## src/rtl/bcd_count_sequencer_if.sv

```systemverilog
// Control/status bundle for the two-digit BCD count sequencer.
// master drives the controls; slave is the sequencer itself.
interface bcd_count_sequencer_if;
  logic       en;
  logic       sel;
  logic       wrap_en;
  logic       load;
  logic [7:0] preset;
  logic [3:0] tens;
  logic [3:0] ones;
  logic       tc;
  logic       wrapped;
  logic       load_err;
  logic [1:0] state;

  modport master (
    output en, sel, wrap_en, load, preset,
    input  tens, ones, tc, wrapped, load_err, state
  );

  modport slave (
    input  en, sel, wrap_en, load, preset,
    output tens, ones, tc, wrapped, load_err, state
  );
endinterface

```

## src/rtl/bcd_count_sequencer.sv

```systemverilog
// Two-digit BCD up/down counter with run/pause, preset load, programmable top,
// wrap or stop-at-limit, and one-cycle tc / wrapped / load_err pulses.
module bcd_count_sequencer #(
  parameter int TOP = 99
) (
  input  logic                   div_clk,
  input  logic                   rst,
  bcd_count_sequencer_if.slave   bus
);

  localparam logic [3:0] TOP_T = 4'(TOP / 10);
  localparam logic [3:0] TOP_O = 4'(TOP % 10);

  typedef enum logic [1:0] {
    IDLE  = 2'b00,
    COUNT = 2'b01,
    PAUSE = 2'b10,
    DONE  = 2'b11
  } state_e;

  state_e     state_q;
  logic [3:0] tens_q, ones_q;
  logic [3:0] tens_d, ones_d;
  logic       tc_q, wrapped_q, load_err_q;

  logic at_top, at_zero, at_limit, lands_limit, preset_ok, leave_done;

  assign at_top  = (tens_q == TOP_T) && (ones_q == TOP_O);
  assign at_zero = (tens_q == 4'd0) && (ones_q == 4'd0);

  // Digit-wise step in the direction of sel; only consumed when not at a limit,
  // so tens never over/underflows here.
  always_comb begin
    tens_d = tens_q;
    ones_d = ones_q;
    if (bus.sel) begin
      if (ones_q == 4'd9) begin
        ones_d = 4'd0;
        tens_d = tens_q + 4'd1;
      end else begin
        ones_d = ones_q + 4'd1;
      end
    end else begin
      if (ones_q == 4'd0) begin
        ones_d = 4'd9;
        tens_d = tens_q - 4'd1;
      end else begin
        ones_d = ones_q - 4'd1;
      end
    end
  end

  assign at_limit    = bus.sel ? at_top : at_zero;
  assign lands_limit = bus.sel ? ((tens_d == TOP_T) && (ones_d == TOP_O))
                               : ((tens_d == 4'd0) && (ones_d == 4'd0));

  assign preset_ok = (bus.preset[7:4] <= 4'd9) && (bus.preset[3:0] <= 4'd9) &&
                     ((bus.preset[7:4] < TOP_T) ||
                      ((bus.preset[7:4] == TOP_T) && (bus.preset[3:0] <= TOP_O)));

  // DONE is left only by requesting a step away from the limit we stopped at.
  assign leave_done = bus.en && ((at_top && !bus.sel) || (at_zero && bus.sel));

  always_ff @(posedge div_clk) begin
    if (!rst) begin
      state_q    <= IDLE;
      tens_q     <= 4'd0;
      ones_q     <= 4'd0;
      tc_q       <= 1'b0;
      wrapped_q  <= 1'b0;
      load_err_q <= 1'b0;
    end else begin
      tc_q       <= 1'b0;
      wrapped_q  <= 1'b0;
      load_err_q <= 1'b0;
      if (bus.load) begin
        if (preset_ok) begin
          tens_q  <= bus.preset[7:4];
          ones_q  <= bus.preset[3:0];
          state_q <= IDLE;
        end else begin
          load_err_q <= 1'b1;
        end
      end else begin
        case (state_q)
          IDLE, PAUSE: if (bus.en) state_q <= COUNT;
          COUNT: begin
            if (!bus.en) begin
              state_q <= PAUSE;
            end else if (at_limit) begin
              if (bus.wrap_en) begin
                tens_q    <= bus.sel ? 4'd0 : TOP_T;
                ones_q    <= bus.sel ? 4'd0 : TOP_O;
                wrapped_q <= 1'b1;
              end else begin
                state_q <= DONE;
              end
            end else begin
              tens_q <= tens_d;
              ones_q <= ones_d;
              tc_q   <= lands_limit;
            end
          end
          DONE: if (leave_done) state_q <= COUNT;
          default: state_q <= IDLE;
        endcase
      end
    end
  end

  assign bus.tens     = tens_q;
  assign bus.ones     = ones_q;
  assign bus.tc       = tc_q;
  assign bus.wrapped  = wrapped_q;
  assign bus.load_err = load_err_q;
  assign bus.state    = state_q;

endmodule

```

## src/flat_wrapper.sv

```systemverilog
// flat-port wrapper written by rule: the top's interface ports become plain ports
module bcd_count_sequencer_flat 
#(
  parameter int TOP = 99
)
  (div_clk, rst, bus_en, bus_sel, bus_wrap_en, bus_load, bus_preset, bus_tens, bus_ones, bus_tc, bus_wrapped, bus_load_err, bus_state);
  bcd_count_sequencer_if bus_i ();
  input  logic div_clk;
  input  logic rst;
  input wire logic [$bits(bus_i.en)-1:0] bus_en;
  input wire logic [$bits(bus_i.sel)-1:0] bus_sel;
  input wire logic [$bits(bus_i.wrap_en)-1:0] bus_wrap_en;
  input wire logic [$bits(bus_i.load)-1:0] bus_load;
  input wire logic [$bits(bus_i.preset)-1:0] bus_preset;
  output wire logic [$bits(bus_i.tens)-1:0] bus_tens;
  output wire logic [$bits(bus_i.ones)-1:0] bus_ones;
  output wire logic [$bits(bus_i.tc)-1:0] bus_tc;
  output wire logic [$bits(bus_i.wrapped)-1:0] bus_wrapped;
  output wire logic [$bits(bus_i.load_err)-1:0] bus_load_err;
  output wire logic [$bits(bus_i.state)-1:0] bus_state;
  assign bus_i.en = bus_en;
  assign bus_i.sel = bus_sel;
  assign bus_i.wrap_en = bus_wrap_en;
  assign bus_i.load = bus_load;
  assign bus_i.preset = bus_preset;
  assign bus_tens = bus_i.tens;
  assign bus_ones = bus_i.ones;
  assign bus_tc = bus_i.tc;
  assign bus_wrapped = bus_i.wrapped;
  assign bus_load_err = bus_i.load_err;
  assign bus_state = bus_i.state;
  bcd_count_sequencer #(.TOP(TOP)) u_core (.div_clk(div_clk), .rst(rst), .bus(bus_i));
endmodule
```

## config.mk

```make
export PLATFORM = sky130hd
export DESIGN_NAME = bcd_count_sequencer_flat
export DESIGN_NICKNAME = d
export VERILOG_FILES = /design/src/rtl/bcd_count_sequencer_if.sv /design/src/rtl/bcd_count_sequencer.sv /design/src/flat_wrapper.sv
export SDC_FILE = /design/constraint.sdc
export NUM_CORES = 1
export LEC_CHECK = 0
export CAP_MARGIN = 20
export CORE_MARGIN = 4
export CORE_UTILIZATION = 60
export DETAILED_ROUTE_END_ITERATION = 16
export DONT_BUFFER_PORTS = 1
export PLACE_DENSITY = 0.76
export SYNTH_ARGS = -nofsm -noshare
export SYNTH_HDL_FRONTEND = slang
export SYNTH_SLANG_ARGS = --single-unit
export TNS_END_PERCENT = 100
```

## constraint.sdc

```tcl
create_clock -name div_clk -period 2.5 [get_ports div_clk]
set_input_delay 0.375 -clock div_clk [delete_from_list [all_inputs] [get_ports div_clk]]
set_output_delay 0.375 -clock div_clk [all_outputs]
set_load 0.005 [all_outputs]
```

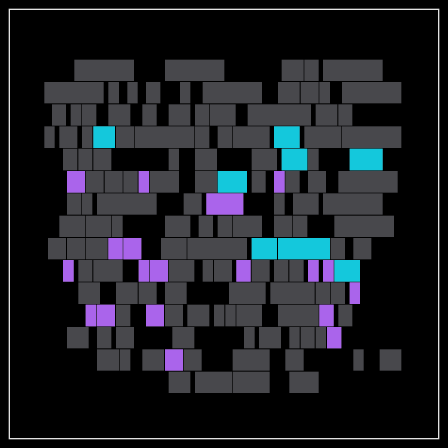
*Gate families picked out, run 1*
[cyan] AND-OR and OR-AND gates | cells: 8
[purple] NOR gates | cells: 19
logic share of the area: 0.6960
fin cells: 173

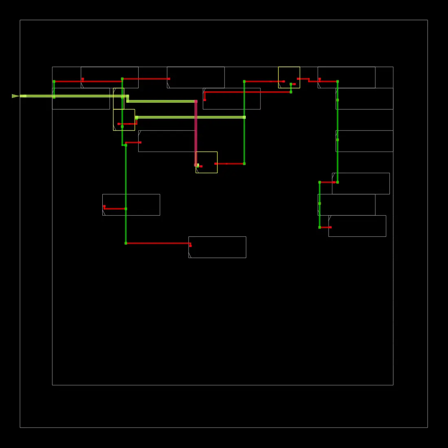
*Clock routing, run 1*
Clock Power: 0.128 mW
clock sink total: 13
clock latency on the worst-skew pair: 270 ps

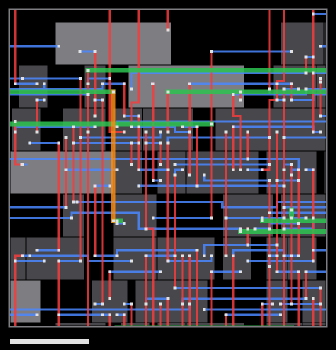
*A small window of the routed layout, run 1*
Bar = 5 um. Window x 16 to 36, y 27 to 47 um. Cells in grey, sequential cells in the stronger grey; small squares are vias.
[green] metal 3
[blue] metal 1
[red] metal 2
[orange] metal 4
sequential cells in the window: 3
cells with their middle in the window: 30
most frequent: dfxtp_1 (3)

## run 1: cell usage after synthesis, types with 2 or more instances
cell type / number / share of area
dfxtp_1: 13 / 0.22
nand2_1: 13 / 0.042
o21ai_0: 10 / 0.043
a21oi_1: 9 / 0.038
clkbuf_1: 8 / 0.026
nand3_1: 8 / 0.034
nor2_1: 8 / 0.026
inv_1: 6 / 0.019
a21boi_0: 5 / 0.032
nor2b_1: 5 / 0.027
buf_2: 4 / 0.017
ha_1: 4 / 0.043
nor3_1: 4 / 0.017
o22ai_1: 4 / 0.021
a31oi_1: 3 / 0.016
nand4_1: 3 / 0.016
o31a_1: 3 / 0.022
and3_1: 2 / 0.011
mux2i_1: 2 / 0.017
nand2b_1: 2 / 0.011
nand3b_1: 2 / 0.013
o221ai_1: 2 / 0.015
o31ai_1: 2 / 0.013
or2_2: 2 / 0.011
## run 1: cell type report
class | count | area (um2) | share of cell area
inverter | 6 | 22.52 | 0.01887
sequential | 13 | 260.3 | 0.2180
timing repair buffer | 3 | 22.52 | 0.01887
multi-input combinational | 122 | 830.8 | 0.6960
tap | 25 | 31.28 | 0.02621
clock buffer | 4 | 26.28 | 0.02201
## run 1: power by group through the flow
stage,clock network [mW],logic (mW),registers (mW)
detailed placement,0,0.187,0.250
floorplan,0,0.171,0.238
global route,0.144,0.208,0.249
CTS,0.132,0.187,0.246
global placement,0,0.184,0.250
finish,0.128,0.188,0.246
## run 1: routing by layer
metal | up-vias | wire length, um | global-route usage
met4 | 0 | 8 | 0.05106
met5 | - | 0 | 0
met3 | 2 | 306 | 0.07692
met2 | 56 | 1399 | 0.3703
li1 | 572 | - | -
met1 | 550 | 1210 | 0.3082
## run 1: registers in the layout, indices dropped and copies added, names as in the netlist
signal,cells
u_core.bus.tens,4
u_core.bus.ones,4
u_core.bus.wrapped,1
u_core.bus.state,2
u_core.bus.tc,1
u_core.bus.load_err,1
## run 1: cell families (layout without fill, tap and decap cells)
logic type / count (synthesis) / in the layout / share of synthesized area
simple gates: 60 / 60 / 0.2918
compound gates: 55 / 55 / 0.3483
buf+inv: 19 / 13 / 0.07135
flops: 13 / 13 / 0.2215
fa+ha+maj: 4 / 4 / 0.04260
mux: 2 / 2 / 0.01704
xor+xnor: 1 / 1 / 0.007456
## run 1: worst min path at each step
stage	cells past startpoint	slack (ps)	start	end
floorplan	2	520	u_core.bus.state[0]	u_core.bus.state[1]
global placement	2	520	bus_load	u_core.bus.ones[1]
detailed placement	1	520	rst	u_core.bus.tens[2]
CTS	2	220	bus_load	u_core.bus.ones[1]
global route	2	210	bus_load	u_core.bus.ones[1]
finish	2	230	bus_load	u_core.bus.ones[1]
## run 1: critical path: cells and delay by family, from the launching register on
| family | cells | cell delay (ps) |
|---|---|---|
| AND/OR/NAND/NOR | 2 | 750 |
| flip-flops | 1 | 390 |
| AND-OR/OR-AND | 2 | 330 |
| multiplexers | 1 | 230 |
| adder cells (fa/ha/maj) | 1 | 150 |
| buffers and inverters | 1 | 140 |
==> results.txt, run 1 <==
Residual DRC -> 0
first-pass GRT wire length -> 4767 um
Cell Int Power -> 0.3648 mW
r2r worst-path depth -> 7
pin count of the biggest net entering global routing -> 23
CTS root buf -> clkbuf_4
critical-path cell list -> inv_1 > ha_1 > or4b_4 > o221ai_2 > nand3_2 > mux2i_1 > a21oi_1
Yosys Instances -> 154
share of cells above drive strength 1 -> 0.1081
reg2reg end -> u_core.bus.ones[0]
dpl ws -> 425.7 ps
I/O Buffers -> 0
Achievable Freq -> 0.4780 GHz
Routed Antenna Nets -> 0
total setup buffers inserted after CTS -> 0
CP max stage delay -> 500 ps
crit path kind -> flop to flop
Core Rows -> 15
Initial DRC Count -> 40
total tool warning count -> 29
max-cap violations -> 0
final setup vio count -> 0
routed len/inst -> 16.90 um
Final Cycle Share -> 0.8368
max-slew violation count -> 0
CP Max Fanout -> 11
#FFs+latches synth -> 13
clock skew -> 3.858 ps
Tot Pwr -> 0.5612 mW
final worst setup slack -> 408.1 ps
TritonCTS clock tree -> yes
clk slew on worst S/H paths -> 80 ps
vias per cell -> 6.821
crit path capture -> u_core.bus.ones[0]
antenna violations before repair -> 0
Die Ht -> 52.25 um
commonest non-fill, non-tap cells in the layout -> nand2_1 (13), dfxtp_1 (13), o21ai_0 (10)
Cell Type Count -> 54
post-DP HPWL -> 2254 um
Design Area, Final -> 0.001194 mm2
# hold bufs at CTS -> 0
RSZ-0062 raised after global routing -> no
WP data arrival -> 2260 ps
Slowest cell on crit path -> or4b_4
chip area -> 0.002730 mm2
sw frac -> 0.3500
FILL cells -> 161
nets -> 167
Max Root-Sink Buffers -> 2
FP Util -> 0.6589
Final Hold Viols -> 0
number of enable flip-flop cells -> 0
P_sw -> 0.1964 mW
Chip Width -> 52.25 um
R2R Setup Slk -> 410 ps
Layout area overhead -> 1.597%
synthesized net count -> 172
status -> finished, final reports clean
Max-slew headroom -> 0.7426
Post-synth seq share -> 0.2215
worst hold path type -> input pin to flop
yosys stat chip area -> 0.001175 mm2
CP startpoint -> u_core.bus.tens[1]
Area after DPL -> 0.001167 mm2
Cell Area, Synth -> 0.001175 mm2
kind of end point of the critical path -> flop
Routed WL -> 2923 um
DP Cell Count -> 169
Async SR Flop Fraction -> 0
Ports -> 27
worst vdd ir -> 0.4231 mV
CTS resizes -> 0
startpoint types -> flop
Pleak -> 0.4146 nW
==> run 2, diff against run 1 <==
clock period = 2.13 ns   (was 2.5 ns; I/O delays follow)
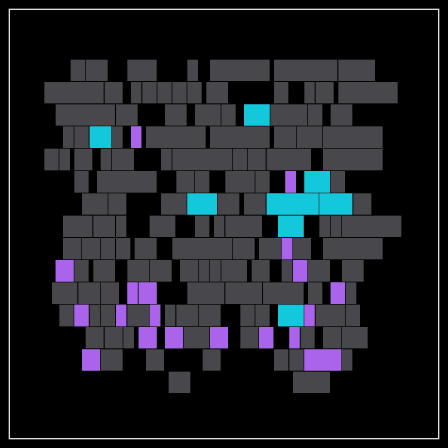
*Gate families picked out, run 2*
[cyan] AND-OR and OR-AND gates | cells: 8
[purple] NOR gates | cells: 19
fin cells: 178
logic share of the area: 0.6748

==> run 2 against run 1 <==
Net effect: synthesized cell count did not move; power is 22% higher; clock power rose by 23%; core utilization grew 2.1 points; routed wire length is 8.6% higher; register-to-register slack lost 240 ps; synthesized area unchanged; final area is 3.1% higher; combinational power grew 35%; critical path type unchanged; largest power group unchanged.
==> results.txt, run 2 <==
Initial DRC Count -> 72 (+80%)
Routed Antenna Nets -> 0 (unchanged)
Ports -> 27 (unchanged)
worst vdd ir -> 0.4457 mV (+5.3%)
biggest area cells -> dfxtp_1 (22%), ha_1 (4.3%), o21ai_0 (4.3%), nand2_1 (4.2%), a21oi_1 (3.8%)
Core Rows -> 15 (unchanged)
total tool warning count -> 29 (unchanged)
CP max stage delay -> 500 ps (about the same)
RSZ-0062 raised after global routing -> no
Layout area overhead -> 4.792%
Max Root-Sink Buffers -> 2 (unchanged)
pin count of the biggest net entering global routing -> 23 (unchanged)
Top cell area share -> 0.2215 (unchanged)
post-synthesis xor/xnor area fraction -> 0.007455 (unchanged)
yosys adder share -> 0.04260 (unchanged)
reg2reg end -> u_core.bus.ones[1]
CTS resizes -> 0 (unchanged)
register area -> 260.3 um2 (unchanged)
Final Cycle Share -> 0.9217 (+0.08490)
Final Hold Viols -> 0 (unchanged)
Max-slew headroom -> 0.7792 (+0.03659)
commonest non-fill, non-tap cells in the layout -> nand2_1 (13), dfxtp_1 (13), o21ai_0 (10)
I/O Buffers -> 0 (unchanged)
Residual DRC -> 0 (unchanged)
Die Ht -> 52.25 um (unchanged)
top cells by count, synth -> dfxtp_1 (13), nand2_1 (13), o21ai_0 (10)
Comb gate area -> 830.8 um2 (unchanged)
#FFs+latches synth -> 13 (unchanged)
clock latency on the worst-skew pair -> 290 ps (+20 ps)
Yosys Instances -> 154 (unchanged)
chip area -> 0.002730 mm2 (unchanged)
Hold Crit Start -> rst
clk slew on worst S/H paths -> 80 ps (about the same)
Dominant comb cell -> AND-OR/OR-AND gates
R2R Setup Slk -> 170 ps (-240 ps)
Routed WL -> 3175 um (+8.6%)
Chip Width -> 52.25 um (unchanged)
first-pass GRT wire length -> 5161 um (+8.3%)
max-cap violations -> 0 (unchanged)
Achievable Freq -> 0.5094 GHz (+6.6%)
clock skew -> 4.551 ps (+0.6931 ps)
status -> finished, final reports clean
Post-synth seq share -> 0.2215 (unchanged)
FILL cells -> 152 (-5.6%)
routed len/inst -> 17.84 um (+5.6%)
WP data arrival -> 2140 ps (-120 ps)
# hold bufs at CTS -> 0 (unchanged)
FP Util -> 0.6589 (unchanged)
hold path cells -> 2 (unchanged)
critical-path cell list -> inv_1 > ha_1 > or4b_4 > o221ai_2 > nand3_2 > o21ai_0 > a21oi_1
yosys stat chip area -> 0.001175 mm2 (unchanged)
Synth area leader -> dfxtp_1
kind of end point of the critical path -> flop
Slowest cell on crit path -> or4b_4
nets -> 172 (+3.0%)
CP startpoint -> u_core.bus.tens[1]
Cell Area, Synth -> 0.001175 mm2 (unchanged)
crit path kind -> flop to flop
post-DP HPWL -> 2429 um (+7.8%)
worst hold path type -> input pin to flop
CP Max Fanout -> 11 (unchanged)
Pleak -> 0.4402 nW (+6.2%)
synthesized net count -> 172 (unchanged)
clock sink total -> 13 (unchanged)
r2r worst-path depth -> 7 (unchanged)
number of enable flip-flop cells -> 0 (unchanged)
antenna violations before repair -> 0 (unchanged)
final setup vio count -> 0 (unchanged)
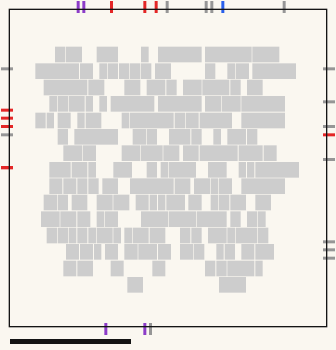
*Pin map, run 2*
Bar = 20 um. Pins as bars across the die edge, other pins in grey.
[blue] `bus_en` | pins: 1 | direction: input | edge: top
[red] `bus_preset` | pins: 8 | direction: input | edge: 4 left, 3 top, 1 right
[purple] `bus_ones` | pins: 4 | direction: output | edge: 2 bottom, 2 top
all pins by edge: 10 top, 8 right, 6 left, 3 bottom

[run 2: cell counts after synthesis]
No cell type changed its count.
[run 2: kinds of logic (layout without fill, tap and decap cells)]
group	Yosys count	count (layout)
and+or+nand+nor	60	60
AOI/OAI and AO/OA	55	55
buffers and inverters	19	18
DFF	13	13
adders and majority gates	4	4
muxes	2	2
xor gates and xnor gates	1	1
[run 2: stage by stage]
stage | power (mW) | setup WS (ps) | utilization | instances | area, um2
after floorplan | 0.4800 | 90.60 | - | 154 | 1175
after global placement | 0.5238 | 256.4 | 0.6758 | 174 | 1205
after detailed placement | 0.5319 | 181.5 | 0.6758 | 174 | 1205
after CTS | 0.6829 | 171.1 | 0.6905 | 178 | 1231
after global routing | 0.7265 | 49.41 | 0.6905 | 178 | 1231
final | 0.6871 | 166.8 | 0.6905 | 178 | 1231
[run 2: report_power, final]
group / internal (mW) / switching [mW] / leakage (nW)
Sequential: 0.258 / 0.0172 / 0.106
Clock: 0.0729 / 0.0851 / 0.0150
Combinational: 0.108 / 0.145 / 0.319
Total: 0.439 / 0.248 / 0.440
[run 2: cell type report]
type	instances	share of cell area
sequential	13	0.2114
multi-input combinational	122	0.6748
inverter	6	0.01829
tap	25	0.02541
clock buffer	4	0.02134
timing repair buffer	8	0.04878
[run 2: per-layer routing]
layer | global-route usage | wire (um)
met1 | 0.3159 | 1239
met4 | 0.07660 | 37
met2 | 0.4142 | 1546
met3 | 0.09402 | 351
met5 | 0 | 0
[run 2: worst max path at each step]
| stage | end | cells after the start |
|---|---|---|
| floorplan | u_core.bus.tens[3] | 9 |
| detailed placement | u_core.bus.ones[1] | 7 |
| global placement | u_core.bus.tens[3] | 7 |
| global route | u_core.bus.ones[1] | 7 |
| CTS | u_core.bus.ones[1] | 7 |
| finish | u_core.bus.ones[1] | 7 |
==> run 3, diff against run 2 <==
ABC_CLOCK_PERIOD_IN_PS = 2130   (was unset)
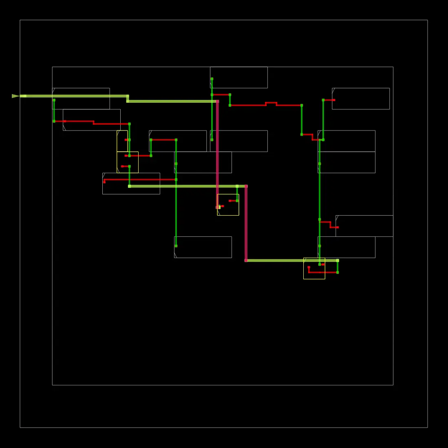
*Clock routing, run 3*
CTS buffer count: 3
clock skew: 4.551 ps
flip-flops: 13
clkbuf count: 4
clock latency on the worst-skew pair: 290 ps

==> run 3 against run 2 <==
Net effect: clock-buffer cell count stayed put; clock skew did not move; combinational power about the same; sequential share of layout area is the same; final area is the same; clock power about the same; worst hold slack stayed put; via count unchanged; core utilization unchanged; flip-flop count unchanged; worst setup slack did not move; maximum frequency unchanged; critical path type unchanged; critical endpoint unchanged; largest cell class unchanged.
==> results.txt, run 3 <==
post-DP HPWL -> 2429 um (unchanged)
YS warnings -> 0
Final Cycle Share -> 0.9217 (unchanged)
Ports -> 27 (unchanged)
Pwr Density -> 558.1 mW/mm2
antenna violations before repair -> 0 (unchanged)
worst hold slack -> 160.8 ps
Inserted Diodes -> 0
final setup vio count -> 0 (unchanged)
top cells by count, synth -> dfxtp_1 (13), nand2_1 (13), o21ai_0 (10)
Chip Width -> 52.25 um (unchanged)
Layout area overhead -> 4.792% (unchanged)
worst hold path type -> input pin to flop
Initial DRC Count -> 72 (unchanged)
critical-path cell list -> inv_1 > ha_1 > or4b_4 > o221ai_2 > nand3_2 > o21ai_0 > a21oi_1
nets -> 172 (unchanged)
post-synthesis xor/xnor area fraction -> 0.007455 (unchanged)
DP Cell Count -> 174 (unchanged)
Max-slew headroom -> 0.7792 (unchanged)
Synth area leader -> dfxtp_1
yosys stat chip area -> 0.001175 mm2 (unchanged)
fin cells -> 178 (unchanged)
share of cells above drive strength 1 -> 0.1373
Die Ht -> 52.25 um (unchanged)
total tool warning count -> 29 (unchanged)
area of the core -> 0.001783 mm2
Max Root-Sink Buffers -> 2 (unchanged)
final core utilization -> 0.6905 (unchanged)
CP top delay family -> simple AND/OR/NAND/NOR gates
Routed Antenna Nets -> 0 (unchanged)
dpl ws -> 181.5 ps (unchanged)
Residual DRC -> 0 (unchanged)
clock sink total -> 13 (unchanged)
Achievable Freq -> 0.5094 GHz (unchanged)
Slowest cell on crit path -> or4b_4
Final Hold Viols -> 0 (unchanged)
kind of end point of the critical path -> flop
status -> finished, final reports clean
RSZ-0062 raised after global routing -> no
H-Tree Depth -> 1
synthesized net count -> 172 (unchanged)
Compound-Gate Fraction of Synth Area -> 0.3482
FP Util -> 0.6589 (unchanged)
Cell Area, Synth -> 0.001175 mm2 (unchanged)
gp weighted congestion -> 0.9094
CP max stage delay -> 500 ps (about the same)
simple-gate share of the synthesized area -> 0.2918
final worst setup slack -> 166.8 ps (unchanged)
CP Max Fanout -> 11 (unchanged)
WP data arrival -> 2140 ps (about the same)
first-pass GRT wire length -> 5161 um (unchanged)
#FFs+latches synth -> 13 (unchanged)
biggest area cells -> dfxtp_1 (22%), ha_1 (4.3%), o21ai_0 (4.3%), nand2_1 (4.2%), a21oi_1 (3.8%)
# hold bufs at CTS -> 0 (unchanged)
total setup buffers inserted after CTS -> 0
yosys adder share -> 0.04260 (unchanged)
Post-synth seq share -> 0.2215 (unchanged)
pin count of the biggest net entering global routing -> 23 (unchanged)
Yosys Instances -> 154 (unchanged)
Dominant comb cell -> AND-OR/OR-AND gates
Syn Area/Cell -> 7.629 um2
routed len/inst -> 17.84 um (unchanged)
Tot GR Track Use -> 0.2561
worst vdd ir -> 0.4457 mV (unchanged)
max-cap violations -> 0 (unchanged)
commonest non-fill, non-tap cells in the layout -> nand2_1 (13), dfxtp_1 (13), o21ai_0 (10)
I/O Buffers -> 0 (unchanged)
Core Rows -> 15 (unchanged)
number of enable flip-flop cells -> 0 (unchanged)
Period minus WS final -> 1963 ps
Async SR Flop Fraction -> 0
crit path kind -> flop to flop
R2R Setup Slk -> 170 ps (about the same)
Routed WL -> 3175 um (unchanged)
CTS root buf -> clkbuf_4
Vias -> 1199
MUX share of area -> 0.01704
Top cell area share -> 0.2215 (unchanged)
Pleak -> 0.4402 nW (unchanged)
Synth Instances -> 154
first-pass iteration count of the detailed router -> 4
CTS resizes -> 0 (unchanged)
clk slew on worst S/H paths -> 80 ps (about the same)
chip area -> 0.002730 mm2 (unchanged)
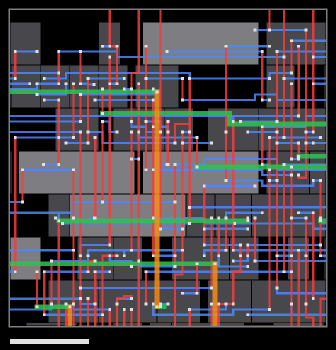
*A small window of the routed layout, run 3*
Bar = 5 um. Window x 16 to 36, y 27 to 47 um. Cells in grey, sequential cells in the stronger grey; small squares are vias.
[blue] metal 1
[orange] metal 4
[green] metal 3
[red] metal 2
cells with their middle in the window: 32
most frequent: a21oi_1 (4), dfxtp_1 (4), o21ai_0 (3)
sequential cells in the window: 4

## run 3: cell families (layout without fill, tap and decap cells)
logic type,after synthesis,in the layout
flip-flops,13,13
adder cells (fa/ha/maj),4,4
multiplexers,2,2
XOR/XNOR,1,1
AND/OR/NAND/NOR,60,60
AND-OR/OR-AND,55,55
buffers and inverters,19,18
## run 3: area by class of cell
| cell class | count | area, um2 |
|---|---|---|
| clock buffer | 4 | 26.28 |
| multi-input combinational | 122 | 830.8 |
| fill | 152 | 551.8 |
| tap | 25 | 31.28 |
| inverter | 6 | 22.52 |
| timing repair buffer | 8 | 60.06 |
| sequential | 13 | 260.3 |
## run 3: metrics by stage
stage	instance area, um2	total power [mW]
CTS	1231	0.6829
global placement	1205	0.5238
finish	1231	0.6871
floorplan	1175	0.4800
detailed placement	1205	0.5319
global route	1231	0.7265
## run 3: worst paths after layout
check	from	end	cells after the start
min reg2reg	u_core.bus.state[0]	u_core.bus.state[1]	2
max reg2reg	u_core.bus.tens[1]	u_core.bus.ones[1]	7
min	rst	u_core.bus.tens[3]	2
max	u_core.bus.tens[1]	u_core.bus.ones[1]	7
## run 3: where the power goes
group | internal (mW) | total [mW] | switching, mW | leakage [nW]
sequential | 0.258 | 0.276 | 0.0172 | 0.106
clock | 0.0729 | 0.158 | 0.0851 | 0.0150
combinational | 0.108 | 0.254 | 0.145 | 0.319
## run 3: per-layer routing
layer,vias to the layer above,GRT usage,share of wire
met3,6,0.09402,0.11
met1,552,0.3159,0.39
li1,579,-,-
met5,-,0,0
met4,0,0.07660,0.012
met2,62,0.4142,0.49
Power is estimated from default activity; no workload was simulated.
